Figure 1. Metal 2.
Bar = 50 µm.
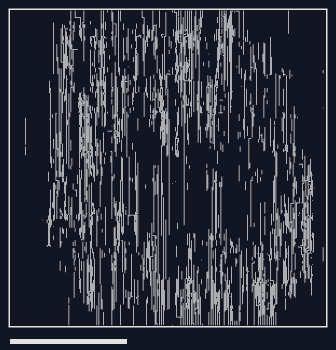
Figure 2. PDN straps and rails.
Pins as bars on the die edge. Tap cells in grey.
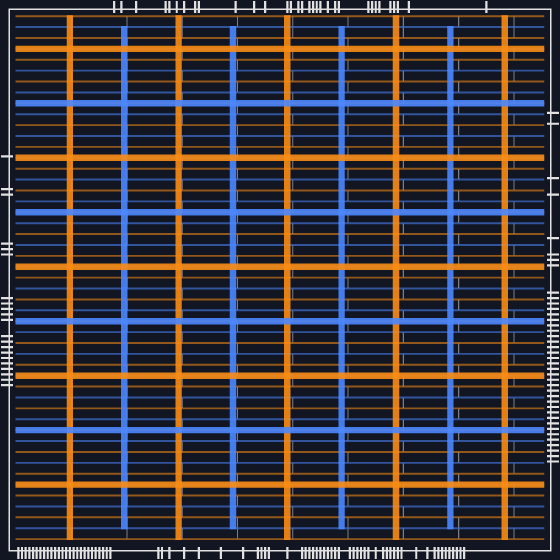
Figure 3. Placed standard cells.
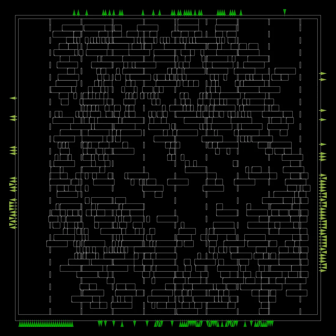
Figure 4. Routed clock nets over the placement.
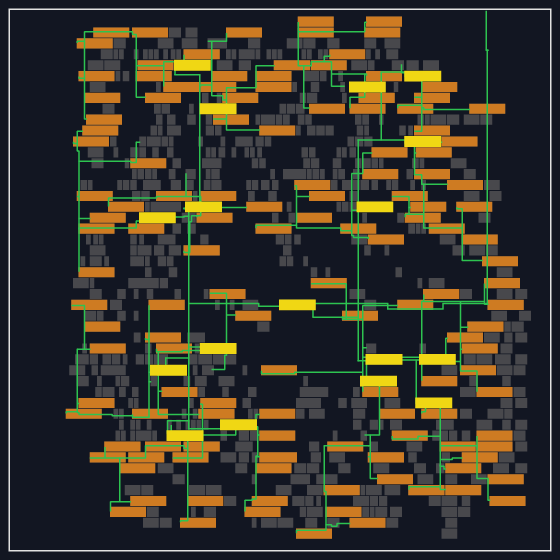
$ cat src/rtl/fetch_unit_pkg.sv
// Shared fetch types and processor-wide constants.
// Imported by the fetch stage, its skid buffer and its handshake interface.
package fetch_unit_pkg;

  localparam int PC_W = 32;
  localparam int INST_W = 32;
  localparam int IMEM_DEPTH_DEF = 128;

  typedef logic [PC_W-1:0] pc_t;
  typedef logic [INST_W-1:0] inst_t;

  localparam inst_t HALT_WORD = '0;

  typedef enum logic [1:0] {
    S_RUN,
    S_STALL,
    S_HALT
  } fstate_t;

  function automatic pc_t wrap_idx(
    input pc_t t,
    input int unsigned depth
  );
    return t % pc_t'(depth);
  endfunction

  function automatic pc_t pc_inc(
    input pc_t pc,
    input int unsigned depth
  );
    return (pc == pc_t'(depth - 1)) ? '0 : pc + 1'b1;
  endfunction

endpackage

$ cat src/rtl/fetch_unit_if.sv
// Fetch-to-decode valid/ready handshake.
// The fetch stage drives the master side, decode the slave side.
interface fetch_unit_if;
  import fetch_unit_pkg::*;

  logic  id_valid;
  logic  id_ready;
  inst_t id_inst;
  pc_t   id_pc;

  modport master (
    output id_valid,
    output id_inst,
    output id_pc,
    input  id_ready
  );

  modport slave (
    input  id_valid,
    input  id_inst,
    input  id_pc,
    output id_ready
  );

endinterface

$ cat src/rtl/fetch_skid_buf.sv
// One-entry skid buffer holding a memory response decode could not take.
// Flush beats load, load beats drain.
module fetch_skid_buf
  import fetch_unit_pkg::*;
(
  input  logic  clk,
  input  logic  rst_n,
  input  logic  flush,
  input  logic  load,
  input  logic  drain,
  input  inst_t d_inst,
  input  pc_t   d_pc,
  output logic  full,
  output inst_t q_inst,
  output pc_t   q_pc
);

  always_ff @(posedge clk or negedge rst_n) begin
    if (!rst_n) begin
      full   <= 1'b0;
      q_inst <= '0;
      q_pc   <= '0;
    end else if (flush) begin
      full <= 1'b0;
    end else if (load) begin
      full   <= 1'b1;
      q_inst <= d_inst;
      q_pc   <= d_pc;
    end else if (drain) begin
      full <= 1'b0;
    end
  end

endmodule

$ cat src/rtl/fetch_unit.sv
// Instruction fetch stage: PC sequencing, one-edge memory response tracking,
// skid buffering toward decode, redirect and halt-on-zero control.
module fetch_unit
  import fetch_unit_pkg::*;
#(
  parameter int unsigned RESET_PC     = 0,
  parameter int unsigned IMEM_DEPTH   = IMEM_DEPTH_DEF,
  parameter bit          HALT_ON_ZERO = 1'b1
) (
  input  logic      clk,
  input  logic      rst_n,
  output pc_t       imem_pc,
  input  inst_t     imem_inst,
  input  logic      redir_valid,
  input  pc_t       redir_target,
  output logic      halted,
  fetch_unit_if.master id
);

  pc_t     pc_q;
  logic    f_valid;
  pc_t     f_pc;
  fstate_t state_q;
  fstate_t state_d;

  logic  skid_full;
  inst_t skid_inst;
  pc_t   skid_pc;

  logic  out_valid;
  inst_t out_inst;
  pc_t   out_pc;
  logic  xfer;
  logic  halt_set;
  logic  capture;
  logic  drain;
  logic  issue;
  logic  blocked;

  assign halted  = (state_q == S_HALT);
  assign imem_pc = pc_q;

  // Skid entry is older than anything in flight, so it wins the output.
  always_comb begin
    out_valid = 1'b0;
    out_inst  = '0;
    out_pc    = '0;
    if (skid_full) begin
      out_valid = 1'b1;
      out_inst  = skid_inst;
      out_pc    = skid_pc;
    end else if (f_valid) begin
      out_valid = 1'b1;
      out_inst  = imem_inst;
      out_pc    = f_pc;
    end
  end

  assign id.id_valid = out_valid & ~redir_valid;
  assign id.id_inst  = out_inst;
  assign id.id_pc    = out_pc;

  assign xfer     = id.id_valid & id.id_ready;
  assign halt_set = HALT_ON_ZERO & xfer
                  & (out_inst == HALT_WORD);
  assign blocked  = f_valid & ~id.id_ready;
  assign capture  = blocked & ~skid_full
                  & ~redir_valid;
  assign drain    = skid_full & xfer;
  assign issue    = ~skid_full & ~blocked
                  & ~halted & ~redir_valid
                  & ~halt_set;

  // Memory answers one edge later, so the index travels with f_valid.
  always_ff @(posedge clk or negedge rst_n) begin
    if (!rst_n) begin
      pc_q    <= pc_t'(RESET_PC);
      f_valid <= 1'b0;
      f_pc    <= '0;
    end else if (redir_valid) begin
      pc_q    <= wrap_idx(redir_target, IMEM_DEPTH);
      f_valid <= 1'b0;
    end else if (issue) begin
      pc_q    <= pc_inc(pc_q, IMEM_DEPTH);
      f_valid <= 1'b1;
      f_pc    <= pc_q;
    end else begin
      f_valid <= 1'b0;
    end
  end

  fetch_skid_buf u_skid (
    .clk    (clk),
    .rst_n  (rst_n),
    .flush  (redir_valid),
    .load   (capture),
    .drain  (drain),
    .d_inst (imem_inst),
    .d_pc   (f_pc),
    .full   (skid_full),
    .q_inst (skid_inst),
    .q_pc   (skid_pc)
  );

  always_ff @(posedge clk or negedge rst_n) begin
    if (!rst_n) begin
      state_q <= S_RUN;
    end else begin
      state_q <= state_d;
    end
  end

  always_comb begin
    state_d = state_q;
    if (redir_valid) begin
      state_d = S_RUN;
    end else if (state_q == S_HALT) begin
      state_d = S_HALT;
    end else if (halt_set) begin
      state_d = S_HALT;
    end else if (capture | (skid_full & ~drain)) begin
      state_d = S_STALL;
    end else begin
      state_d = S_RUN;
    end
  end

endmodule

$ cat src/flat_wrapper.sv
// flat-port wrapper written by rule: the top's interface ports become plain ports
module fetch_unit_flat import fetch_unit_pkg::*;
#(
  parameter int unsigned RESET_PC     = 0,
  parameter int unsigned IMEM_DEPTH   = IMEM_DEPTH_DEF,
  parameter bit          HALT_ON_ZERO = 1'b1
)
  (clk, rst_n, imem_pc, imem_inst, redir_valid, redir_target, halted, id_id_valid, id_id_inst, id_id_pc, id_id_ready);
  fetch_unit_if id_i ();
  input  logic clk;
  input  logic rst_n;
  output pc_t imem_pc;
  input  inst_t imem_inst;
  input  logic redir_valid;
  input  pc_t redir_target;
  output logic halted;
  output wire logic [$bits(id_i.id_valid)-1:0] id_id_valid;
  output wire logic [$bits(id_i.id_inst)-1:0] id_id_inst;
  output wire logic [$bits(id_i.id_pc)-1:0] id_id_pc;
  input wire logic [$bits(id_i.id_ready)-1:0] id_id_ready;
  assign id_id_valid = id_i.id_valid;
  assign id_id_inst = id_i.id_inst;
  assign id_id_pc = id_i.id_pc;
  assign id_i.id_ready = id_id_ready;
  fetch_unit #(.RESET_PC(RESET_PC), .IMEM_DEPTH(IMEM_DEPTH), .HALT_ON_ZERO(HALT_ON_ZERO)) u_core (.clk(clk), .rst_n(rst_n), .imem_pc(imem_pc), .imem_inst(imem_inst), .redir_valid(redir_valid), .redir_target(redir_target), .halted(halted), .id(id_i));
endmodule
$ cat config.mk
export PLATFORM = sky130hd
export DESIGN_NAME = fetch_unit_flat
export DESIGN_NICKNAME = d
export VERILOG_FILES = /design/src/rtl/fetch_unit_pkg.sv /design/src/rtl/fetch_unit_if.sv /design/src/rtl/fetch_skid_buf.sv /design/src/rtl/fetch_unit.sv /design/src/flat_wrapper.sv
export SDC_FILE = /design/constraint.sdc
export NUM_CORES = 1
export LEC_CHECK = 0
export CORE_UTILIZATION = 37
export CTS_CLUSTER_SIZE = 14
export DETAILED_ROUTE_END_ITERATION = 7
export DONT_BUFFER_PORTS = 1
export PLACE_DENSITY_LB_ADDON = 0.25
export SETUP_SLACK_MARGIN = 0.15
export SYNTH_ARGS = -nofsm -noshare
export SYNTH_HDL_FRONTEND = slang
export SYNTH_SLANG_ARGS = --single-unit
$ cat constraint.sdc
create_clock -name clk -period 5 [get_ports clk]
set_input_delay 1 -clock clk [delete_from_list [all_inputs] [get_ports clk]]
set_output_delay 1 -clock clk [all_outputs]
set_load 0.05 [all_outputs]
==> summary.txt <==
The following summarizes the physical implementation.

Power
The total combinational power is 0.000424 W. Total power for the finished layout comes to 0.00282 W. The power spent charging and discharging nets is 0.000861 W.

Global route
The initial antenna violation count came to 1. On met1, the global router reports a usage of 0.239. The pin count of the biggest net entering global routing is 133.

Synth
In this run the cell area of the synthesized design comes to 0.00653 mm². Counting every net in the synthesized netlist gives 686. The share of the synthesized area in the top cell type is 0.506.

The AND-OR/OR-AND share of the synthesized area is 0.159. The average size of a mapped cell is 10.6 µm². The cell-mix breakdown from Yosys lists the adder-cell area share as 0.00192. Measured against the total synthesized area, the mux share comes to 0.118. Of the synthesized area, sequential elements account for 0.506.

The predominant post-synthesis flop cell is sky130_fd_sc_hd__dfrtp_1. According to the Yosys statistics, the synthesized design has a chip area of 0.00653 mm².

Placed design
The HPWL after detailed placement is 11,300 µm. The placed cell count is 810. The number of input and output port buffers inserted is 0.

Status
The flow ran to the end, and the final reports show no timing, DRC or antenna violations.

Clocking
Counting every sink on the clock net gives 132. TritonCTS built the clock tree. Buffers added to address setup during post-CTS repair amount to 0.

Looking at the clock tree report, the H-tree level count equals 4.

Worst setup path
For the worst flop-to-flop path, the logic depth is 8. The slowest library cell on the worst path is sky130_fd_sc_hd__nor2_1. STA classifies the critical path endpoint as an output port. The data arrival time of the critical path is 2440 ps. The critical path's most frequent cell is sky130_fd_sc_hd__nor2_1. The worst-case reg-to-reg setup slack stands at 1560 ps. Per the timing report, the biggest fanout along the worst path comes to 56. Listed in order, past its start point the critical path passes buf_4, nor2_1, nor2_1. The worst setup path is launched from a flip-flop.

Cells and area
The synthesis-to-layout area growth is 10.3%. The multi-input combinational cell count is 428. The clock network area share is 0.0707.

In the finished layout, the clock tree contains a buffer count of 20. The area taken by multi-input combinational cells is reported as 0.00299 mm². Leaving out the clock tree, the finished layout contains a buffer count of 6.

Final timing
The maximum operating frequency is 290 MHz. Per the finish-stage timing summary, setup violations number 0. The worst max-slew margin expressed relative to the limit is 0.363. The routed design could run at a clock period as short as 3440 ps. The final worst slack is 1560 ps. On the final layout, the worst hold slack is 280 ps.

Routing
The post-detailed-route DRC marker count is 0. The iteration count recorded for the first detailed-route pass is 4.

Run
Across the run, the number of max-cap violations was 0.
-- Figure 1 (at the start) --
main direction: vertical
wire length on this layer: 8,320 µm
share of all routed wire: 49%
nets with wire on the layer: 560
longest straight run: 80.4 µm
vias: 4,869
met2 track demand over resource: 0.305

-- Figure 2 (at the start) --
[blue] VDD
[orange] VSS
met5 straps: 9
met4 straps: 9
horizontal die size: 135 µm
floorplan core area: 0.0172 mm²
worst-case vdd ir drop: 232 µV
die boundary height: 135 µm

-- Figure 3 (at the start) --
sequential cell count: 132
fill cell total of the finished layout: 1,677

-- Figure 4 (at the start) --
[green] clock wires | length: 1,710 µm
[orange] flip-flops | count: 132
[yellow] clock-net drivers | count: 17
routed clock nets: 18
part of the total power dissipated in the clock network: 0.383
clk_lat worst skew: 420 ps
clock network power consumption: 0.00108 W
worst clock skew: 6.21 ps

Power and IR drop assume default switching activity.
